File: src/rtl/tx_ctrl_arb.sv
// USB link-layer TX arbiter: one token/handshake source plus NCH data channels
// into a registered valid/ready PHY stage. Define TX_CANCEL_EN to enable data-packet cancel.
module tx_ctrl_arb #(
  parameter int DW  = 8,
  parameter int NCH = 2,
  localparam int SW = (NCH > 1) ? $clog2(NCH) : 1
) (
  input  logic              clk,
  input  logic              rst_n,
  input  logic              tx_data_on,
  input  logic [SW-1:0]     tx_data_sel,
  output logic              tx_lp_eop_en,
  input  logic              tx_to_sop,
  input  logic              tx_to_eop,
  input  logic              tx_to_valid,
  input  logic [DW-1:0]     tx_to_data,
  output logic              tx_to_ready,
  input  logic [NCH-1:0]    tx_lt_sop,
  input  logic [NCH-1:0]    tx_lt_eop,
  input  logic [NCH-1:0]    tx_lt_valid,
  input  logic [NCH-1:0]    tx_lt_cancle,
  input  logic [NCH*DW-1:0] tx_lt_data,
  output logic [NCH-1:0]    tx_lt_ready,
  output logic              tx_lp_sop,
  output logic              tx_lp_eop,
  output logic              tx_lp_valid,
  output logic              tx_lp_cancle,
  output logic [DW-1:0]     tx_lp_data,
  input  logic              tx_lp_ready
);

  typedef enum logic [1:0] {IDLE, TOKEN, DATA} state_t;

  state_t          state_reg;
  logic [SW-1:0]   lch_reg;
  logic            ov_reg;
  logic            osop_reg;
  logic            oeop_reg;
  logic [DW-1:0]   odata_reg;
  logic            oorg_reg;
  logic            eop_en_reg;
  logic            cancel_reg;

  logic            free;
  logic            use_data;
  logic [SW-1:0]   chan;
  logic            lt_valid_c;
  logic            lt_sop_c;
  logic            lt_eop_c;
  logic            lt_cancel_c;
  logic [DW-1:0]   lt_data_c;
  logic            src_valid;
  logic            src_sop;
  logic            src_eop;
  logic [DW-1:0]   src_data;
  logic            src_ready;
  logic            cancel_hit;
  logic            load;

  assign free = !ov_reg || tx_lp_ready;

  // The data path is eligible in DATA, or in IDLE while link_control grants a data phase.
  always_comb begin
    use_data    = (state_reg == DATA) || ((state_reg == IDLE) && tx_data_on);
    chan        = (state_reg == DATA) ? lch_reg : tx_data_sel;
    lt_valid_c  = 1'b0;
    lt_sop_c    = 1'b0;
    lt_eop_c    = 1'b0;
    lt_cancel_c = 1'b0;
    lt_data_c   = '0;
    for (int i = 0; i < NCH; i++) begin
      if (chan == SW'(i)) begin
        lt_valid_c  = tx_lt_valid[i];
        lt_sop_c    = tx_lt_sop[i];
        lt_eop_c    = tx_lt_eop[i];
        lt_cancel_c = tx_lt_cancle[i];
        lt_data_c   = tx_lt_data[i*DW +: DW];
      end
    end
  end

`ifdef TX_CANCEL_EN
  assign cancel_hit = (state_reg == DATA) && lt_cancel_c;
`else
  logic unused_cancel;
  assign unused_cancel = lt_cancel_c;
  assign cancel_hit    = 1'b0;
`endif

  always_comb begin
    src_valid = use_data ? lt_valid_c : tx_to_valid;
    src_sop   = use_data ? lt_sop_c   : tx_to_sop;
    src_eop   = use_data ? lt_eop_c   : tx_to_eop;
    src_data  = use_data ? lt_data_c  : tx_to_data;
    // Stray (non-sop) beats in IDLE and beats hit by a cancel are swallowed unconditionally.
    if (state_reg == IDLE)
      src_ready = src_sop ? free : 1'b1;
    else
      src_ready = free;
    if (cancel_hit)
      src_ready = 1'b1;
    src_ready = src_ready && rst_n;
    load      = src_valid && src_ready && !cancel_hit &&
                ((state_reg != IDLE) || src_sop);
  end

  assign tx_to_ready = src_ready && !use_data;

  generate
    for (genvar gi = 0; gi < NCH; gi++) begin : g_ready
      assign tx_lt_ready[gi] = src_ready && use_data && (chan == SW'(gi));
    end
  endgenerate

  always_ff @(posedge clk or negedge rst_n) begin
    if (!rst_n) begin
      state_reg  <= IDLE;
      lch_reg    <= '0;
      ov_reg     <= 1'b0;
      osop_reg   <= 1'b0;
      oeop_reg   <= 1'b0;
      odata_reg  <= '0;
      oorg_reg   <= 1'b0;
      eop_en_reg <= 1'b0;
      cancel_reg <= 1'b0;
    end else begin
      eop_en_reg <= ov_reg && tx_lp_ready && oeop_reg && oorg_reg;
      cancel_reg <= cancel_hit;
      if (cancel_hit) begin
        ov_reg    <= 1'b0;
        state_reg <= IDLE;
      end else if (load) begin
        ov_reg    <= 1'b1;
        osop_reg  <= src_sop;
        oeop_reg  <= src_eop;
        odata_reg <= src_data;
        oorg_reg  <= use_data;
        case (state_reg)
          IDLE: begin
            if (!src_eop) begin
              state_reg <= use_data ? DATA : TOKEN;
              if (use_data)
                lch_reg <= tx_data_sel;
            end
          end
          default: begin
            if (src_eop)
              state_reg <= IDLE;
          end
        endcase
      end else if (tx_lp_ready) begin
        ov_reg <= 1'b0;
      end
    end
  end

  assign tx_lp_valid  = ov_reg;
  assign tx_lp_sop    = osop_reg;
  assign tx_lp_eop    = oeop_reg;
  assign tx_lp_data   = odata_reg;
  assign tx_lp_eop_en = eop_en_reg;
  assign tx_lp_cancle = cancel_reg;

endmodule
File: config.mk
export PLATFORM = sky130hd
export DESIGN_NAME = tx_ctrl_arb
export DESIGN_NICKNAME = d
export VERILOG_FILES = /design/src/rtl/tx_ctrl_arb.sv
export SDC_FILE = /design/constraint.sdc
export NUM_CORES = 1
export LEC_CHECK = 0
export CORE_MARGIN = 2
export CORE_UTILIZATION = 40
export CTS_BUF_LIST = sky130_fd_sc_hd__clkbuf_4
export DETAILED_ROUTE_END_ITERATION = 10
export DONT_BUFFER_PORTS = 1
export HOLD_SLACK_MARGIN = 0.15
export PLACE_DENSITY = 0.56
export SYNTH_ARGS = -nofsm -noshare
export SYNTH_HDL_FRONTEND = slang
export SYNTH_SLANG_ARGS = --single-unit
File: constraint.sdc
create_clock -name clk -period 5.8 [get_ports clk]
set_clock_uncertainty 0.15 [all_clocks]
set_input_delay 1.45 -clock clk [delete_from_list [all_inputs] [get_ports clk]]
set_output_delay 1.45 -clock clk [all_outputs]
set_load 0.02 [all_outputs]
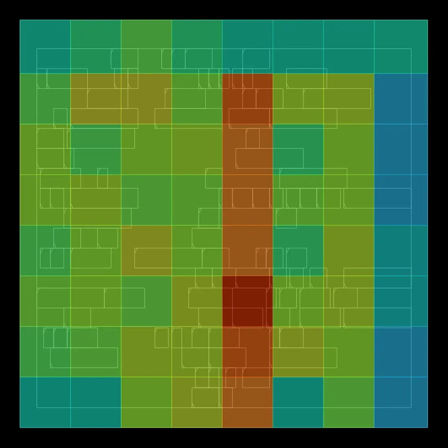
(images/congestion.png)
post-layout utilization of the core: 43.4%
global-route met1 utilization: 18.5%

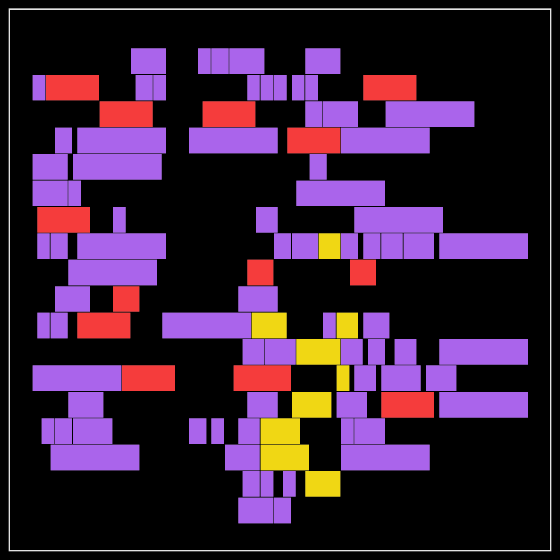
(images/sizes.png)
legend:
  yellow:
    size: _2 cells
    cells: 9
    share: 9.1%
  red:
    size: _3 and _4 cells
    cells: 13
    share: 13%
  purple:
    size: _0 and _1 cells
    cells: 77
    share: 78%

==> results.toml <==
# implementation run metrics
[drt]
drtAntennaViolNets = 0
top_layer_used = "met4"
wirelength_met1_microns = 902

[power]
sequentialPower_mw = 0.260
sequential_power_share_pct = 42.2
power_density_nw_per_um2 = 567
clk_network_pwr_share_pct = 9.8
powerComb_mw = 0.295
total_power_mw = 0.615
internal_power_mw = 0.339
relative_contribution_of_combinational_cells_to_total_power_pct = 48.0
p_switching_mw = 0.276

[min_path]
min_delay_path_depth = 1

[sta]
layout_min_cycle_time_ns = 4.40
finalSetupTns_ns = 0
max_slew_margin_pct = 47.1
worst_pin_slew_ns = 0.792
post-route-period-util_pct = 75.9

[clock_tree]
postCtsSetupBuffers = 0
tritoncts = "built"
clk_root_buffer_cell = "clkbuf_4"
number_of_buffers_added_by_the_clock_tree_synthesis_step = 3

[die]
die_area_sq_um = 3090
initial_core_util_pct = 42.6
tapCellCount = 30
die_x_microns = 55.6
fp-row-count = 18

[global_route]
gr-usage-met2_pct = 24.5
first_global_vias = 768
grt.busiest_layer = "met2"
grt_pass1_wl_microns = 3710
overflow = 0
grt_use_met3_pct = 6.51

[place]
port_buffers = 0
place.detailed.hpwl_microns = 1660
gp_routability_congestion = 0.781

[layout]
finalInstanceArea_sq_um = 1080
antenna_cells_inserted = 0
final-seq-area_sq_um = 400
final.signal_inverter_count = 3
largest_register_ff_count = 8
fin_nets = 140
multiInputCombCellCount = 76
lay_top_cells = "dfrtp_1, o21ai_0, nand2_1"

[synthesis]
synth.cell_area_sq_um = 1060
ys_seq_share_pct = 37.6
ys_seq_elements = 16
mux_area_share_pct = 26.7
synth_warnings = 0
syn_inst = 101
synth_simple_gate_area_share_pct = 15.0

[flow_run]
stage_log_warnings = 28

[status]
outcome = "complete, no violations"

[setup_path]
endpoint_kind = "output pin"
max_stage_delay_ns = 0.47
worst_r2r_startpoint = "state_reg[1]$_DFFE_PN0P_"
critical_path.startpoint_type = "input port"
crit_slowest_cell = "or4b_1"
